File: src/rtl/gray_conv_pkg.sv
// Shared types and defaults for the gray-code conversion arbiter.
package gray_conv_pkg;

  localparam int DEF_WIDTH = 4;
  localparam int DEF_NREQ  = 4;

  typedef enum logic [1:0] {
    IDLE = 2'd0,
    HOLD = 2'd1,
    CONV = 2'd2
  } state_e;

endpackage

File: src/rtl/gray_decode_stage.sv
// Combinational gray-to-binary decoder: each binary bit is the XOR of all gray bits at or above it.
module gray_decode_stage #(
  parameter int WIDTH = 4
) (
  input  logic [WIDTH-1:0] gray,
  output logic [WIDTH-1:0] binary
);

  always_comb begin
    binary = '0;
    for (int k = 0; k < WIDTH; k++) begin
      binary[k] = ^(gray >> k);
    end
  end

endmodule

File: src/rtl/gray_conv_arbiter.sv
// Round-robin arbiter feeding a shared gray-to-binary converter with a one-entry output hold.
// Optional macro GRAY_CONV_PIPE_EN inserts a register between capture and conversion (CONV state).
module gray_conv_arbiter
  import gray_conv_pkg::*;
#(
  parameter int WIDTH = DEF_WIDTH,
  parameter int NREQ  = DEF_NREQ
) (
  input  logic                     clk,
  input  logic                     rst_n,
  input  logic [NREQ-1:0]          req_valid,
  input  logic [NREQ*WIDTH-1:0]    req_gray,
  output logic [NREQ-1:0]          req_ready,
  output logic                     out_valid,
  input  logic                     out_ready,
  output logic [WIDTH-1:0]         out_binary,
  output logic [$clog2(NREQ)-1:0]  out_id
);

  localparam int IDW = $clog2(NREQ);

  state_e           state_q, state_d;
  logic [IDW-1:0]   rr_ptr_q, rr_ptr_d;
  logic [IDW-1:0]   out_id_q, out_id_d;
  logic [WIDTH-1:0] out_binary_q, out_binary_d;

  logic             found_hi, found_lo, grant_found, accept;
  logic [IDW-1:0]   hi_id, lo_id, grant_id, rr_next;
  logic [WIDTH-1:0] hi_gray, lo_gray, grant_gray;
  logic [WIDTH-1:0] dec_in, dec_out;

  // Two-pass search: first valid at or above rr_ptr, else first valid from index 0 (the wrap).
  always_comb begin
    found_hi = 1'b0;
    found_lo = 1'b0;
    hi_id    = '0;
    lo_id    = '0;
    hi_gray  = '0;
    lo_gray  = '0;
    for (int i = 0; i < NREQ; i++) begin
      if (!found_hi && req_valid[i] && (i >= int'(rr_ptr_q))) begin
        found_hi = 1'b1;
        hi_id    = IDW'(i);
        hi_gray  = req_gray[i*WIDTH +: WIDTH];
      end
      if (!found_lo && req_valid[i]) begin
        found_lo = 1'b1;
        lo_id    = IDW'(i);
        lo_gray  = req_gray[i*WIDTH +: WIDTH];
      end
    end
    grant_found = found_hi | found_lo;
    grant_id    = found_hi ? hi_id : lo_id;
    grant_gray  = found_hi ? hi_gray : lo_gray;
    rr_next     = (grant_id == IDW'(NREQ-1)) ? '0 : grant_id + IDW'(1);
  end

  // Reset gating keeps req_ready low while rst_n is held, even though state reads IDLE.
  assign accept    = rst_n && ((state_q == IDLE) || ((state_q == HOLD) && out_ready));
  assign req_ready = (accept && grant_found) ? (NREQ'(1) << grant_id) : '0;

  gray_decode_stage #(.WIDTH(WIDTH)) u_decode (
    .gray   (dec_in),
    .binary (dec_out)
  );

`ifdef GRAY_CONV_PIPE_EN
  logic [WIDTH-1:0] conv_gray_q, conv_gray_d;
  logic [IDW-1:0]   conv_id_q, conv_id_d;

  assign dec_in = conv_gray_q;

  always_comb begin
    state_d      = state_q;
    rr_ptr_d     = rr_ptr_q;
    out_id_d     = out_id_q;
    out_binary_d = out_binary_q;
    conv_gray_d  = conv_gray_q;
    conv_id_d    = conv_id_q;
    if (state_q == CONV) begin
      state_d      = HOLD;
      out_binary_d = dec_out;
      out_id_d     = conv_id_q;
    end else if (accept) begin
      if (grant_found) begin
        state_d     = CONV;
        conv_gray_d = grant_gray;
        conv_id_d   = grant_id;
        rr_ptr_d    = rr_next;
      end else begin
        state_d = IDLE;
      end
    end
  end

  always_ff @(posedge clk or negedge rst_n) begin
    if (!rst_n) begin
      conv_gray_q <= '0;
      conv_id_q   <= '0;
    end else begin
      conv_gray_q <= conv_gray_d;
      conv_id_q   <= conv_id_d;
    end
  end
`else
  assign dec_in = grant_gray;

  always_comb begin
    state_d      = state_q;
    rr_ptr_d     = rr_ptr_q;
    out_id_d     = out_id_q;
    out_binary_d = out_binary_q;
    if (accept) begin
      if (grant_found) begin
        state_d      = HOLD;
        out_binary_d = dec_out;
        out_id_d     = grant_id;
        rr_ptr_d     = rr_next;
      end else begin
        state_d = IDLE;
      end
    end
  end
`endif

  always_ff @(posedge clk or negedge rst_n) begin
    if (!rst_n) begin
      state_q      <= IDLE;
      rr_ptr_q     <= '0;
      out_id_q     <= '0;
      out_binary_q <= '0;
    end else begin
      state_q      <= state_d;
      rr_ptr_q     <= rr_ptr_d;
      out_id_q     <= out_id_d;
      out_binary_q <= out_binary_d;
    end
  end

  assign out_valid  = (state_q == HOLD);
  assign out_binary = out_binary_q;
  assign out_id     = out_id_q;

endmodule

File: config.mk
export PLATFORM = sky130hd
export DESIGN_NAME = gray_conv_arbiter
export DESIGN_NICKNAME = d
export VERILOG_FILES = /design/src/rtl/gray_conv_pkg.sv /design/src/rtl/gray_decode_stage.sv /design/src/rtl/gray_conv_arbiter.sv
export SDC_FILE = /design/constraint.sdc
export NUM_CORES = 1
export LEC_CHECK = 0
export CORE_ASPECT_RATIO = 1.5
export CORE_MARGIN = 2
export CORE_UTILIZATION = 35
export DETAILED_ROUTE_END_ITERATION = 6
export HOLD_SLACK_MARGIN = 0.08
export MAX_ROUTING_LAYER = met4
export PLACE_DENSITY = 0.7
export SYNTH_ARGS = -nofsm -noshare
export SYNTH_HDL_FRONTEND = slang
export SYNTH_SLANG_ARGS = --single-unit
File: constraint.sdc
create_clock -name clk -period 5.3 [get_ports clk]
set_input_delay 1.06 -clock clk [delete_from_list [all_inputs] [get_ports clk]]
set_output_delay 1.06 -clock clk [all_outputs]
set_load 0.02 [all_outputs]
Fig. 1: signal wires by layer
Two of the layers only.
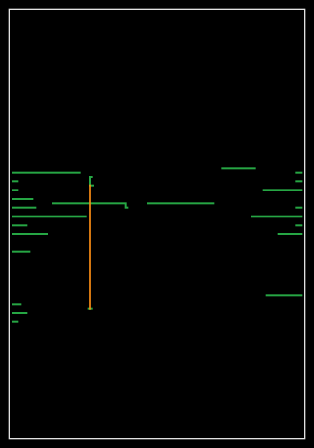
| layer | color | wire length |
|---|---|---|
| metal 4 | orange | 19.0 microns |
| metal 3 | green | 98.2 microns |

Fig. 2: congestion heat map
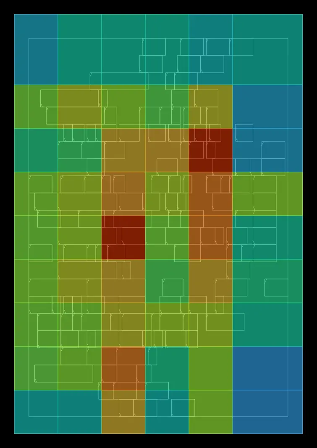
DR WL/cell: 13.56 microns
final core utilization: 0.5092
M2 GR Usage: 0.2570
Most Crowded Layer GR: met2
GRT Overall Usage: 0.1613

Fig. 3: drive-strength map
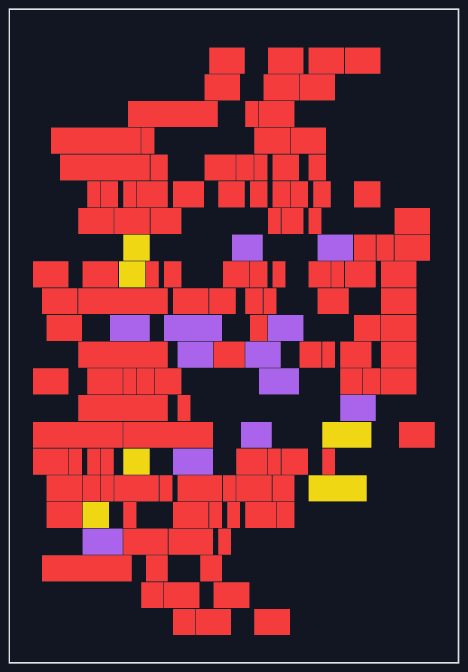
| size | color | cells |
|---|---|---|
| _0 and _1 cells | red | 120 |
| _3 and _4 cells | yellow | 6 |
| _2 cells | purple | 12 |
P&R area growth vs syn: 37.52%
post-route cell area: 1247 sq um
bufs w/o clock: 34

Fig. 4: sequential cells colored by netlist name
The bar under the picture is 10 microns long.
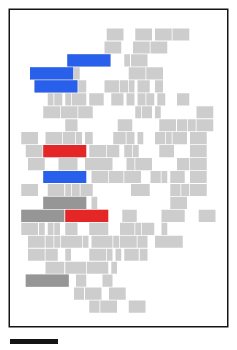
| signal | color | placed flops |
|---|---|---|
| rr_ptr_q | red | 2 |
| out_binary | blue | 4 |
not colored: 3

## layout make-up
| cell class | instances | area, sq um | share of cell area |
|---|---|---|---|
| flip-flops and latches | 9 | 225.2 | 0.1805 |
| repair buffers | 34 | 337.8 | 0.2708 |
| inverters | 6 | 22.52 | 0.01805 |
| well taps | 24 | 30.03 | 0.02407 |
| clock buffers | 4 | 26.28 | 0.02106 |
| multi-input cells | 85 | 605.6 | 0.4855 |
## power by group through the flow
stage | registers [mW] | clock network (mW) | logic [mW]
2_1_floorplan | 0.141 | 0 | 0.186
3_3_place_gp | 0.130 | 0 | 0.279
3_5_place_dp | 0.130 | 0 | 0.285
4_1_cts | 0.130 | 0.0539 | 0.287
5_1_grt | 0.135 | 0.0580 | 0.312
6_report | 0.129 | 0.0522 | 0.285
==> impl_metrics.env <==
# flow metrics
export IMPL_hold_slack_ns=0.5045
export IMPL_tightest_slew_ns=0.5553
export IMPL_fp_coreArea_sq_um=2450
export IMPL_post_cts_setup_buffers=0
export IMPL_ys_sh_xor=0.03862
export IMPL_met1_length_microns=976
export IMPL_postRouteWirelength_microns=2196
export IMPL_fmax_mhz=222.4
export IMPL_status="finished clean"
export IMPL_finalCriticalPeriod_ns=4.496
export IMPL_syn_nets=133
export IMPL_netlist_instances=106
export IMPL_finalNetCount=166
export IMPL_avgViaCountPerCell=5.506
export IMPL_cp_top_family="buffers and inverters"
export IMPL_logic_family="AND-OR/OR-AND gates"
export IMPL_dr_wl_met3_microns=98
export IMPL_slew_headroom=0.6298
export IMPL_comb_power_share=0.610
export IMPL_cp_end_kind="output port"
export IMPL_highest_layer="met4"
export IMPL_total_power_uw=466.2
export IMPL_dp_slack_ns=0.8054
export IMPL_antenna_found_initial=0
export IMPL_start_kind="input pin"
export IMPL_crit_end="req_ready[1]"
export IMPL_fillers=228
Power figures rest on the tool's default switching activity, not on a simulated workload.
